Met1 routing:
Supply wires on this layer in grey.
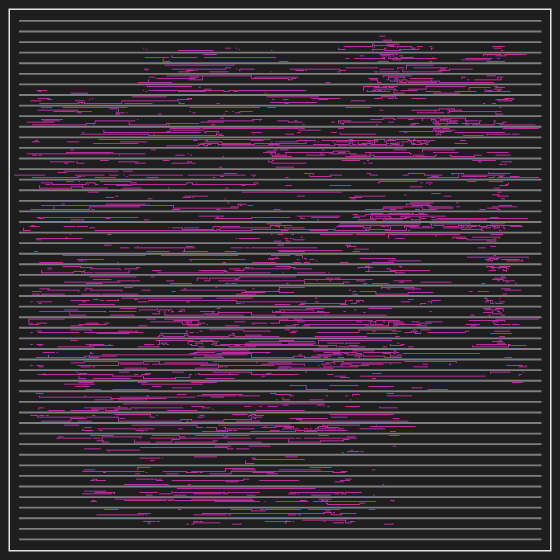
Gate-type map:
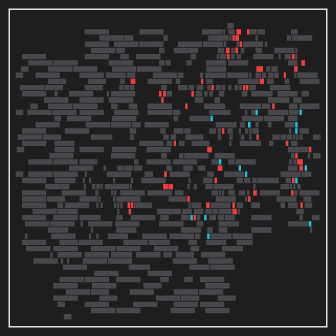
Supply network:
Pins as bars on the die edge.
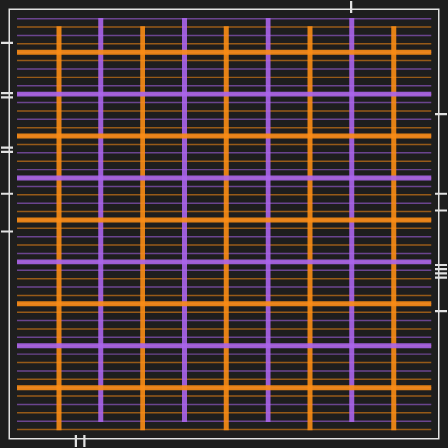
Sequential cells grouped by signal name:
Other sequential cells in the stronger grey, the rest of the logic in the fainter grey.
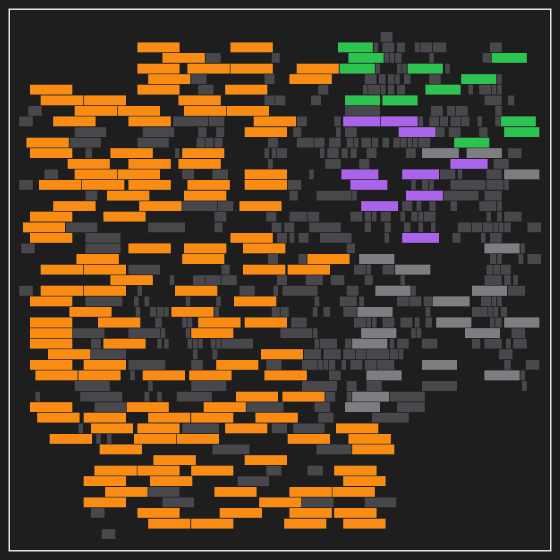
[src/rtl/ps2_kbd_tx.sv]
// Device-side PS/2 serialiser: queues scancode bytes in a small FIFO and sends
// 11-bit frames (start, 8 data LSB-first, odd parity, stop) on ps2_kbd_clk/ps2_kbd_data.
// Optional macro PS2_HOST_INHIBIT_EN adds ps2_clk_in: host clock-low inhibit with retry.
`timescale 1ns/1ps

module ps2_kbd_tx #(
  parameter int CLK_DIV   = 2000,
  parameter int FIFO_AW   = 4,
  parameter int GAP_CELLS = 2
) (
  input  logic       clk_sys,
  input  logic       rst_n,
  input  logic [7:0] din,
  input  logic       wr,
  output logic       full,
  output logic       empty,
  output logic       overflow,
  input  logic       ovf_clr,
  output logic       busy,
`ifdef PS2_HOST_INHIBIT_EN
  input  logic       ps2_clk_in,
`endif
  output logic       ps2_kbd_clk,
  output logic       ps2_kbd_data
);

  localparam int DEPTH = 1 << FIFO_AW;
  localparam int DW    = $clog2(2 * CLK_DIV);
  localparam int IW    = $clog2(((GAP_CELLS > 11) ? GAP_CELLS : 11) + 1);

  localparam logic [DW-1:0]      HALF_LAST = DW'(CLK_DIV - 1);
  localparam logic [DW-1:0]      CELL_LAST = DW'(2 * CLK_DIV - 1);
  localparam logic [IW-1:0]      STOP_IDX  = IW'(10);
  localparam logic [IW-1:0]      GAP_LAST  = IW'((GAP_CELLS > 0) ? GAP_CELLS - 1 : 0);
  localparam logic [FIFO_AW:0]   PTR_ONE   = (FIFO_AW + 1)'(1);

  typedef enum logic [1:0] {
    IDLE = 2'd0,
    SEND = 2'd1,
    GAP  = 2'd2
  } state_t;

  localparam state_t AFTER_FRAME = (GAP_CELLS > 0) ? GAP : IDLE;

  state_t state, state_n;

  logic [7:0]       mem [DEPTH];
  logic [FIFO_AW:0] wptr, rptr, wptr_n, rptr_n;
  logic             full_q, empty_q, ovf_q;
  logic             wr_ok, pop, start;

  logic [DW-1:0]    div;
  logic [IW-1:0]    idx;
  logic [10:0]      shift;
  logic             clk_q;
  logic             half_end, cell_end;

  logic [7:0]       head, next_byte;
  logic             line_ok, abort, retry_pend;

  assign head     = mem[rptr[FIFO_AW-1:0]];
  assign half_end = (div == HALF_LAST);
  assign cell_end = (div == CELL_LAST);

`ifdef PS2_HOST_INHIBIT_EN
  logic [1:0] clk_in_sync;
  logic [7:0] tx_byte;
  logic       retry_valid;

  always_ff @(posedge clk_sys or negedge rst_n) begin
    if (!rst_n) clk_in_sync <= 2'b11;
    else        clk_in_sync <= {clk_in_sync[0], ps2_clk_in};
  end

  // The byte in flight is kept until its frame ends, so an aborted frame can be replayed.
  always_ff @(posedge clk_sys or negedge rst_n) begin
    if (!rst_n) begin
      tx_byte     <= '0;
      retry_valid <= 1'b0;
    end else if (start) begin
      tx_byte     <= next_byte;
      retry_valid <= 1'b0;
    end else if (abort) begin
      retry_valid <= 1'b1;
    end
  end

  assign line_ok    = clk_in_sync[1];
  assign abort      = (state == SEND) && clk_q && !clk_in_sync[1];
  assign retry_pend = retry_valid;
  assign next_byte  = retry_valid ? tx_byte : head;
`else
  assign line_ok    = 1'b1;
  assign abort      = 1'b0;
  assign retry_pend = 1'b0;
  assign next_byte  = head;
`endif

  assign start = (state == IDLE) && line_ok && (retry_pend || !empty_q);
  assign wr_ok = wr && !full_q;

  // ---------------- FIFO ----------------
  always_comb begin
    wptr_n = wr_ok ? wptr + PTR_ONE : wptr;
    rptr_n = pop   ? rptr + PTR_ONE : rptr;
  end

  // NOTE: the storage array has no reset; only pointers define what is valid.
  always_ff @(posedge clk_sys) begin
    if (wr_ok) mem[wptr[FIFO_AW-1:0]] <= din;
  end

  // Flags are registered from the next pointers so they always match the pointer state.
  always_ff @(posedge clk_sys or negedge rst_n) begin
    if (!rst_n) begin
      wptr    <= '0;
      rptr    <= '0;
      full_q  <= 1'b0;
      empty_q <= 1'b1;
      ovf_q   <= 1'b0;
    end else begin
      wptr    <= wptr_n;
      rptr    <= rptr_n;
      full_q  <= (wptr_n[FIFO_AW] != rptr_n[FIFO_AW]) &&
                 (wptr_n[FIFO_AW-1:0] == rptr_n[FIFO_AW-1:0]);
      empty_q <= (wptr_n == rptr_n);
      if (wr && full_q) ovf_q <= 1'b1;
      else if (ovf_clr) ovf_q <= 1'b0;
    end
  end

  // ---------------- FSM: state register ----------------
  always_ff @(posedge clk_sys or negedge rst_n) begin
    if (!rst_n) state <= IDLE;
    else        state <= state_n;
  end

  // ---------------- FSM: next state ----------------
  // NOTE: every always_comb output gets a default first, so no path infers a latch.
  always_comb begin
    state_n = state;
    case (state)
      IDLE: if (start) state_n = SEND;
      SEND: begin
        if (abort)                            state_n = AFTER_FRAME;
        else if (cell_end && idx == STOP_IDX) state_n = AFTER_FRAME;
      end
      GAP:  if (cell_end && idx == GAP_LAST) state_n = IDLE;
      default: state_n = IDLE;
    endcase
  end

  // ---------------- FSM: outputs ----------------
  always_comb begin
    busy = (state != IDLE);
    pop  = start && !retry_pend;
  end

  // Bit-cell timing: divider runs 0..2*CLK_DIV-1; clock falls mid-cell, and the
  // next bit is shifted onto the data line on the same edge the clock rises.
  always_ff @(posedge clk_sys or negedge rst_n) begin
    if (!rst_n) begin
      clk_q <= 1'b1;
      shift <= '1;
      div   <= '0;
      idx   <= '0;
    end else begin
      case (state)
        IDLE: begin
          div <= '0;
          idx <= '0;
          if (start) shift <= {1'b1, ~^next_byte, next_byte, 1'b0};
        end
        SEND: begin
          if (abort) begin
            clk_q <= 1'b1;
            shift <= '1;
            div   <= '0;
            idx   <= '0;
          end else if (cell_end) begin
            clk_q <= 1'b1;
            div   <= '0;
            shift <= {1'b1, shift[10:1]};
            idx   <= (idx == STOP_IDX) ? '0 : idx + IW'(1);
          end else begin
            div <= div + DW'(1);
            if (half_end) clk_q <= 1'b0;
          end
        end
        GAP: begin
          if (cell_end) begin
            div <= '0;
            idx <= idx + IW'(1);
          end else begin
            div <= div + DW'(1);
          end
        end
        default: begin
          clk_q <= 1'b1;
          shift <= '1;
          div   <= '0;
          idx   <= '0;
        end
      endcase
    end
  end

  assign full         = full_q;
  assign empty        = empty_q;
  assign overflow     = ovf_q;
  assign ps2_kbd_clk  = clk_q;
  assign ps2_kbd_data = shift[0];

endmodule

[config.mk]
export PLATFORM = sky130hd
export DESIGN_NAME = ps2_kbd_tx
export DESIGN_NICKNAME = d
export VERILOG_FILES = /design/src/rtl/ps2_kbd_tx.sv
export SDC_FILE = /design/constraint.sdc
export NUM_CORES = 1
export LEC_CHECK = 0
export CAP_MARGIN = 20
export CORE_MARGIN = 2
export CORE_UTILIZATION = 40
export DETAILED_ROUTE_END_ITERATION = 7
export PLACE_DENSITY = 0.52
export RECOVER_POWER = 100
export SYNTH_ARGS = -nofsm -noshare
export SYNTH_HDL_FRONTEND = slang
export SYNTH_SLANG_ARGS = --single-unit
[constraint.sdc]
create_clock -name clk_sys -period 3.2 [get_ports clk_sys]
set_clock_uncertainty 0.05 [all_clocks]
set_input_delay 0.96 -clock clk_sys [delete_from_list [all_inputs] [get_ports clk_sys]]
set_output_delay 0.96 -clock clk_sys [all_outputs]
set_load 0.05 [all_outputs]
==> results.txt <==
The layout was made with Yosys and OpenROAD.

The report counts max-capacitance violations totalling 1. The number of global-route vias before repair was 3900. Switching power as a fraction of the total was reported as 0.259. The gate count of the mapped netlist is 468. The post-synth area from yosys stat is 0.00727 mm2. The final timing report derives a shortest allowable period of 3.02 ns. The maximum clock insertion buffer count is 2.

Counting pins that exceed their max-slew limit in the final report gives 36. The routed design shows a via density per instance of 5.20. The final report lists the setup-violating endpoint count as 0.

For this run the detailed placement stage logged an HPWL of 9.47 mm. The area fraction of the largest cell type after synthesis is 0.529. Per the post-synthesis report, the nets total 493. The worst hold path class is flop to flop. The maximum operating frequency is 331 MHz.

The most frequent cell on the critical path is sky130_fd_sc_hd__inv_1. Of the cells placed in the final design, the portion with a size suffix greater than 1 is 0.163. Yosys printed 0 warnings. The post-synth register bit count is 170.

The checks that failed: max-capacitance violations, max-slew violations. Per the timing report, the most critical flop-to-flop path finishes at shift[9]$_DFFE_PN1P_. The critical path start-end classification is flop to output pin. The launch point of the worst register-to-register path is recorded as rptr[0]$_DFF_PN0_. The final antenna diode tally reported by the flow is 0.

The area growth from synthesis to layout is 14.4%. The initial antenna violation count is 0. The count of boundary I/O pins is 18. The commonest register cell is sky130_fd_sc_hd__edfxtp_1. The flow ran to the end, but the final reports show violations. The average wire per standard cell is 18.9 um. The sequential share of power is 0.510.

The wire length on met2 is 6.53 mm. The critical path crosses 4 cells after its start point. In this run, the synthesized area fraction spent on adder and majority cells is recorded as 0.0224. Looking at the clock tree report, the H-tree level count equals 4. Of all nets on the critical path, the largest fanout is 3. The most critical setup path has its endpoint at busy.
Notes on 'met1 routing' above:
wire length on this layer = 6810 um
main direction = horizontal
longest straight run = 51.5 um
nets with wire on the layer = 486
share of all routed wire = 48%
count of vias placed by the detailed router: 3902
final WL: 14.2 mm
met1 routing resource usage after global routing: 0.225

Notes on 'gate-type map' above:
inverters -> cyan  # cells 15, most used inv_1, where east
NAND gates -> red  # cells 52, most used nand2_1
Top cell excl fill/tap: sky130_fd_sc_hd__edfxtp_1
post-route insts no fill: 751
Comb area share: 0.262

Notes on 'supply network' above:
VDD -> purple
VSS -> orange
met5 straps = 9
signal pins = 18
met1 rails = 50
rows = 49
met4 straps = 9
die height: 139 um
VDD IR-drop max: 0.403 mV
Floorplan Core Area: 0.0179 mm2
horizontal extent of the die: 139 um

Notes on 'sequential cells grouped by signal name' above:
shift -> purple  # sequential cells 10
mem -> orange  # sequential cells 128
div -> green  # sequential cells 12, where north-east
sequential share of cell area: 0.590
Reg area: 0.00491 mm2
power drawn by the sequential cells: 2.68 mW

per-stage QoR:
stage               instances  utilization  hold slack (ns)  area (um2)
floorplan                 468            -            0.389        7270
global placement          719        0.438            0.401        7830
detailed placement        719        0.438            0.406        7830
CTS                       751        0.470            0.417        8420
global route              751        0.465            0.431        8320
finish                    751        0.465            0.415        8320
cell type report:
cell class                      instances  area [um2]
Sequential cell                       170        4910
Clock inverter                         15         159
Clock buffer                           17         425
Timing Repair Buffer                   45         300
Fill cell                            1555        9590
Multi-Input combinational cell        260        2180
Tap cell                              229         287
Inverter                               15        56.3
state kept, by name (all words and copies together) (netlist names):
name and flops:
idx 4, state 2, overflow 1, mem 128, wptr 5, full 1, rptr 5, shift 10
empty 1, div 12, ps2_kbd_clk 1
Power is estimated from default activity; no workload was simulated.
